--- src/rtl/mem_arbiter_pkg.sv ---
// Shared types and constants for the unified-memory arbiter: word width and
// the arbiter state encoding.
package mem_arbiter_pkg;

  localparam int WORD_W = 16;

  typedef logic [WORD_W-1:0] word_t;

  typedef enum logic [1:0] {
    ST_IDLE   = 2'd0,
    ST_WAIT_I = 2'd1,
    ST_WAIT_D = 2'd2
  } state_e;

endpackage

--- src/rtl/mem_arbiter_lat_counter.sv ---
// Loadable down counter with a zero flag; decrement saturates at zero.
// Used for transaction latency and for the fetch starvation budget.
module lat_counter #(
  parameter int             W       = 4,
  parameter logic [W-1:0]   RST_VAL = '0
) (
  input  logic         clk,
  input  logic         rst,
  input  logic         load_i,
  input  logic [W-1:0] load_val_i,
  input  logic         dec_i,
  output logic         zero_o
);

  logic [W-1:0] cnt_q, cnt_d;

  always_comb begin
    cnt_d = cnt_q;
    if (load_i) begin
      cnt_d = load_val_i;
    end else if (dec_i && (cnt_q != '0)) begin
      cnt_d = cnt_q - 1'b1;
    end
  end

  always_ff @(posedge clk) begin
    if (rst) begin
      cnt_q <= RST_VAL;
    end else begin
      cnt_q <= cnt_d;
    end
  end

  assign zero_o = (cnt_q == '0);

endmodule

--- src/rtl/mem_arbiter.sv ---
// Arbiter sharing one single-port memory between the fetch and data ports.
// Define MEM_ARB_STARVE_GUARD_EN to force a fetch after STARVE_MAX data grants.
module mem_arbiter
  import mem_arbiter_pkg::*;
#(
  parameter int LATENCY    = 2,
  parameter int STARVE_MAX = 4
) (
  input  logic  clk,
  input  logic  rst,
  input  logic  if_req,
  input  word_t if_addr,
  output word_t if_rdata,
  output logic  if_ready,
  output logic  if_stall,
  input  logic  dm_re,
  input  logic  dm_we,
  input  word_t dm_addr,
  input  word_t dm_wdata,
  output word_t dm_rdata,
  output logic  dm_ready,
  output logic  dm_stall,
  output logic  mem_en,
  output logic  mem_we,
  output word_t mem_addr,
  output word_t mem_wdata,
  input  word_t mem_rdata
);

  if (LATENCY < 1 || LATENCY > 15) begin : g_bad_latency
    $error("mem_arbiter: LATENCY must be in 1..15");
  end
  if (STARVE_MAX < 1 || STARVE_MAX > 15) begin : g_bad_starve
    $error("mem_arbiter: STARVE_MAX must be in 1..15");
  end

  state_e state_q, state_d;
  word_t  if_hold_q, if_hold_d;
  word_t  dm_hold_q, dm_hold_d;
  logic   wr_q;
  logic   lat_load, lat_dec, lat_zero;
  logic   dm_any, force_if;

  assign dm_any = dm_re | dm_we;

  lat_counter #(.W(4), .RST_VAL(4'd0)) u_lat (
    .clk       (clk),
    .rst       (rst),
    .load_i    (lat_load),
    .load_val_i(4'(LATENCY - 1)),
    .dec_i     (lat_dec),
    .zero_o    (lat_zero)
  );

`ifdef MEM_ARB_STARVE_GUARD_EN
  // Counts down the data grants fetch may still lose; zero means fetch wins next.
  logic fetch_issue, data_issue_starving, starve_zero;
  assign fetch_issue         = mem_en & (state_d == ST_WAIT_I);
  assign data_issue_starving = mem_en & (state_d == ST_WAIT_D) & if_req;

  lat_counter #(.W(4), .RST_VAL(4'(STARVE_MAX))) u_starve (
    .clk       (clk),
    .rst       (rst),
    .load_i    (fetch_issue),
    .load_val_i(4'(STARVE_MAX)),
    .dec_i     (data_issue_starving),
    .zero_o    (starve_zero)
  );
  assign force_if = if_req & starve_zero;
`else
  assign force_if = 1'b0;
`endif

  always_comb begin
    state_d   = state_q;
    mem_en    = 1'b0;
    mem_we    = 1'b0;
    mem_addr  = '0;
    mem_wdata = '0;
    lat_load  = 1'b0;
    lat_dec   = 1'b0;
    if_ready  = 1'b0;
    dm_ready  = 1'b0;

    unique case (state_q)
      ST_IDLE: begin
        if (dm_any && !force_if) begin
          mem_en    = 1'b1;
          mem_we    = dm_we;
          mem_addr  = dm_addr;
          mem_wdata = dm_wdata;
          lat_load  = 1'b1;
          state_d   = ST_WAIT_D;
        end else if (if_req) begin
          mem_en    = 1'b1;
          mem_addr  = if_addr;
          lat_load  = 1'b1;
          state_d   = ST_WAIT_I;
        end
      end
      ST_WAIT_I: begin
        if (lat_zero) begin
          if_ready = 1'b1;
          state_d  = ST_IDLE;
        end else begin
          lat_dec = 1'b1;
        end
      end
      ST_WAIT_D: begin
        if (lat_zero) begin
          dm_ready = 1'b1;
          state_d  = ST_IDLE;
        end else begin
          lat_dec = 1'b1;
        end
      end
      default: state_d = ST_IDLE;
    endcase

    // Reset drops any in-flight transaction, including one completing now.
    if (rst) begin
      mem_en    = 1'b0;
      mem_we    = 1'b0;
      mem_addr  = '0;
      mem_wdata = '0;
      lat_load  = 1'b0;
      if_ready  = 1'b0;
      dm_ready  = 1'b0;
    end

    if_hold_d = if_ready ? mem_rdata : if_hold_q;
    dm_hold_d = (dm_ready && !wr_q) ? mem_rdata : dm_hold_q;
    if_rdata  = if_hold_d;
    dm_rdata  = dm_hold_d;
  end

  always_ff @(posedge clk) begin
    if (rst) begin
      state_q   <= ST_IDLE;
      if_hold_q <= '0;
      dm_hold_q <= '0;
      wr_q      <= 1'b0;
    end else begin
      state_q   <= state_d;
      if_hold_q <= if_hold_d;
      dm_hold_q <= dm_hold_d;
      if (mem_en) wr_q <= mem_we;
    end
  end

  assign if_stall = if_req & ~if_ready;
  assign dm_stall = dm_any & ~dm_ready;

endmodule

--- config.mk ---
export PLATFORM = sky130hd
export DESIGN_NAME = mem_arbiter
export DESIGN_NICKNAME = d
export VERILOG_FILES = /design/src/rtl/mem_arbiter_pkg.sv /design/src/rtl/mem_arbiter_lat_counter.sv /design/src/rtl/mem_arbiter.sv
export SDC_FILE = /design/constraint.sdc
export NUM_CORES = 1
export LEC_CHECK = 0
export ABC_CLOCK_PERIOD_IN_PS = 2600
export CORE_MARGIN = 2
export CORE_UTILIZATION = 37
export CTS_BUF_LIST = sky130_fd_sc_hd__clkbuf_4 sky130_fd_sc_hd__clkbuf_8
export CTS_CLUSTER_DIAMETER = 60
export DETAILED_ROUTE_END_ITERATION = 16
export GPL_ROUTABILITY_DRIVEN = 0
export MAX_ROUTING_LAYER = met4
export PLACE_DENSITY = 0.82
export REMOVE_ABC_BUFFERS = 1
export SLEW_MARGIN = 20
export SYNTH_ARGS = -nofsm -noshare
export SYNTH_HDL_FRONTEND = slang
export SYNTH_HIERARCHICAL = 1
export SYNTH_SLANG_ARGS = --single-unit
--- constraint.sdc ---
create_clock -name clk -period 2.6 [get_ports clk]
set_clock_uncertainty 0.15 [all_clocks]
set_input_delay 0.39 -clock clk [delete_from_list [all_inputs] [get_ports clk]]
set_output_delay 0.39 -clock clk [all_outputs]
set_load 0.005 [all_outputs]
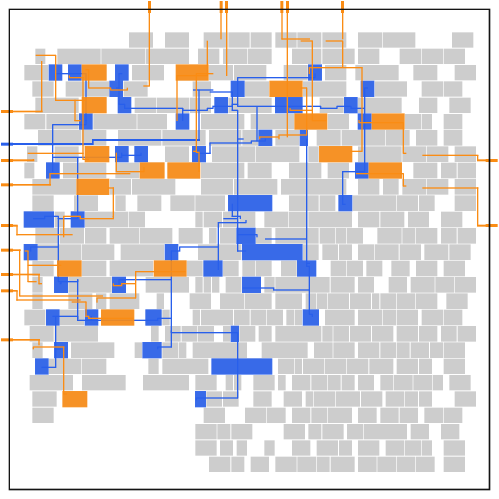
io_fan.png
Scale: 6 px per µm.
| port | color | direction | end cells | wire |
|---|---|---|---|---|
| `rst` | blue | input | 45 | 449 µm |
| `if_rdata` | orange | output | 16 | 469 µm |

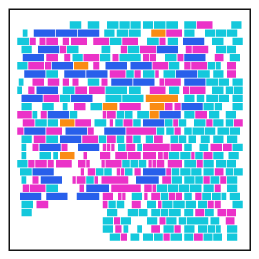
placement_by_type.png
Scale: 3 px per µm.
| class | color | cells |
|---|---|---|
| clock drivers and dummy loads | orange | 8 |
| sequential cells | blue | 39 |
| combinational and other logic | magenta | 154 |
| remaining buffers and delay cells | cyan | 206 |

==> flow_summary.yaml <==
# implementation run metrics
place:
  pre_cts_slack_ps: -444.9
  io_buffers: 138
  placed_area_mm2: 0.003750
  dpl.hpwl_um: 5644
global_route:
  grt_max_degree: 23
  grt.overflow.total: 0
  grt.busiest_layer: "met2"
  global_route.usage.met3_pct: 10.18
  grt_pass1_wl_um: 12160
  met2_usage_pct: 47.73
synthesis:
  xor_share_pct: 0
  yosysChipArea_mm2: 0.002126
  top_logic_kind: "simple AND/OR/NAND/NOR gates"
  top_area_cell: "dfxtp_1"
  flop_cell: "dfxtp_1"
  async_flop_share_pct: 0
  ys_sh_simple_pct: 22.48
  syn_inst: 202
  netlist.area_leader.share_pct: 36.73
detailed_routing:
  route.vias.total: 2339
  viasPerCell: 4.873
  drc: 0
  highest_layer: "met4"
  drt-wirelength-per-cell_um: 17.79
  wl_um: 8538
  dr_wl_met3_um: 885
power_and_ir_drop:
  pwr-share-seq_pct: 24.9
  power_leader: "combinational logic"
  combPwrFrac_pct: 56.1
  power.leakage_uw: 0.002090
  power.share.switching_pct: 30.75
  power.switching_uw: 870.9
  p_total_uw: 2833
  p_clk_uw: 536
critical_path:
  critPathKind: "reg -> out"
  slowest_stage: "or3b_4"
  critPathMostFrequentCell: "buf_6"
  crit_start: "u_lat/cnt_q[0]"
  critical_path_depth: 9
  timing.rr.start: "u_lat/cnt_q[0]"
  critPathCaptureType: "output pin"
  path_cells: "inv_2 -> ha_4 -> or3b_4 -> inv_4 -> nand4bb_4 -> buf_8 -> buf_6 -> mux2_4 -> buf_6"
cells_and_area:
  comb_cells: 146
  reg_top3: "dm_hold_q x16, if_hold_q x16, u_lat/cnt_q x4"
  signal_buffers: 206
  clock_area_share_pct: 2.816
  comb_area_mm2: 0.001329
  drive_gt1_share_pct: 41.28
  num_antenna_cells: 1
  fin_area_mm2: 0.004310
  seq_share_pct: 18.23
  nFlopsAndLatches: 39
  clockBufferCount: 6
  inverters: 8
  stdcell_count: 480
  fin_nets: 479
status:
  violations: "setup timing"
  status: "finished with violations"
sta:
  fin_ws_ps: -99.50
  final_max_slew_viol_count: 0
  fin_worst_hold_slack_ps: 405.2
  hold_violations: 0
  finalClockPeriodUsage_pct: 103.8
  setup_viol: 21
min_path:
  holdCritStartpoint: "state_q[1]"
  worstHoldEndpoint: "state_q[1]"
clock_tree:
  cts_hold_buf: 0
  clk_pin_slew_ps: 70
  post_cts_resized: 233
  clkSinkCount: 39
  cts_buffers: 5
  clk_latency_ps: 290
die:
  die_area_mm2: 0.006368
  core_area_mm2: 0.005540
  die_w_um: 79.80
==> Yosys cell counts, types with 2 or more instances <==
| master | count |
|---|---|
| nor2b_1 | 33 |
| and2_1 | 17 |
| ha_1 | 4 |
| buf_6 | 2 |
| buf_2 | 5 |
| a311oi_1 | 2 |
| conb_1 | 2 |
| dfxtp_1 | 39 |
| a21oi_1 | 2 |
| mux2_4 | 18 |
| inv_1 | 8 |
| nand2_1 | 3 |
| a22o_1 | 16 |
| nor2_1 | 9 |
| o21ai_0 | 3 |
| clkbuf_1 | 3 |
| mux2_2 | 14 |
==> worst register-to-register path: cells and delay by family (launching register included) <==
family / cells / cell delay (ps)
AND/OR/NAND/NOR: 3 / 640
buffers and inverters: 5 / 600
flip-flops: 1 / 330
multiplexers: 1 / 300
adder cells (fa/ha/maj): 1 / 130
Power is estimated from default activity; no workload was simulated.
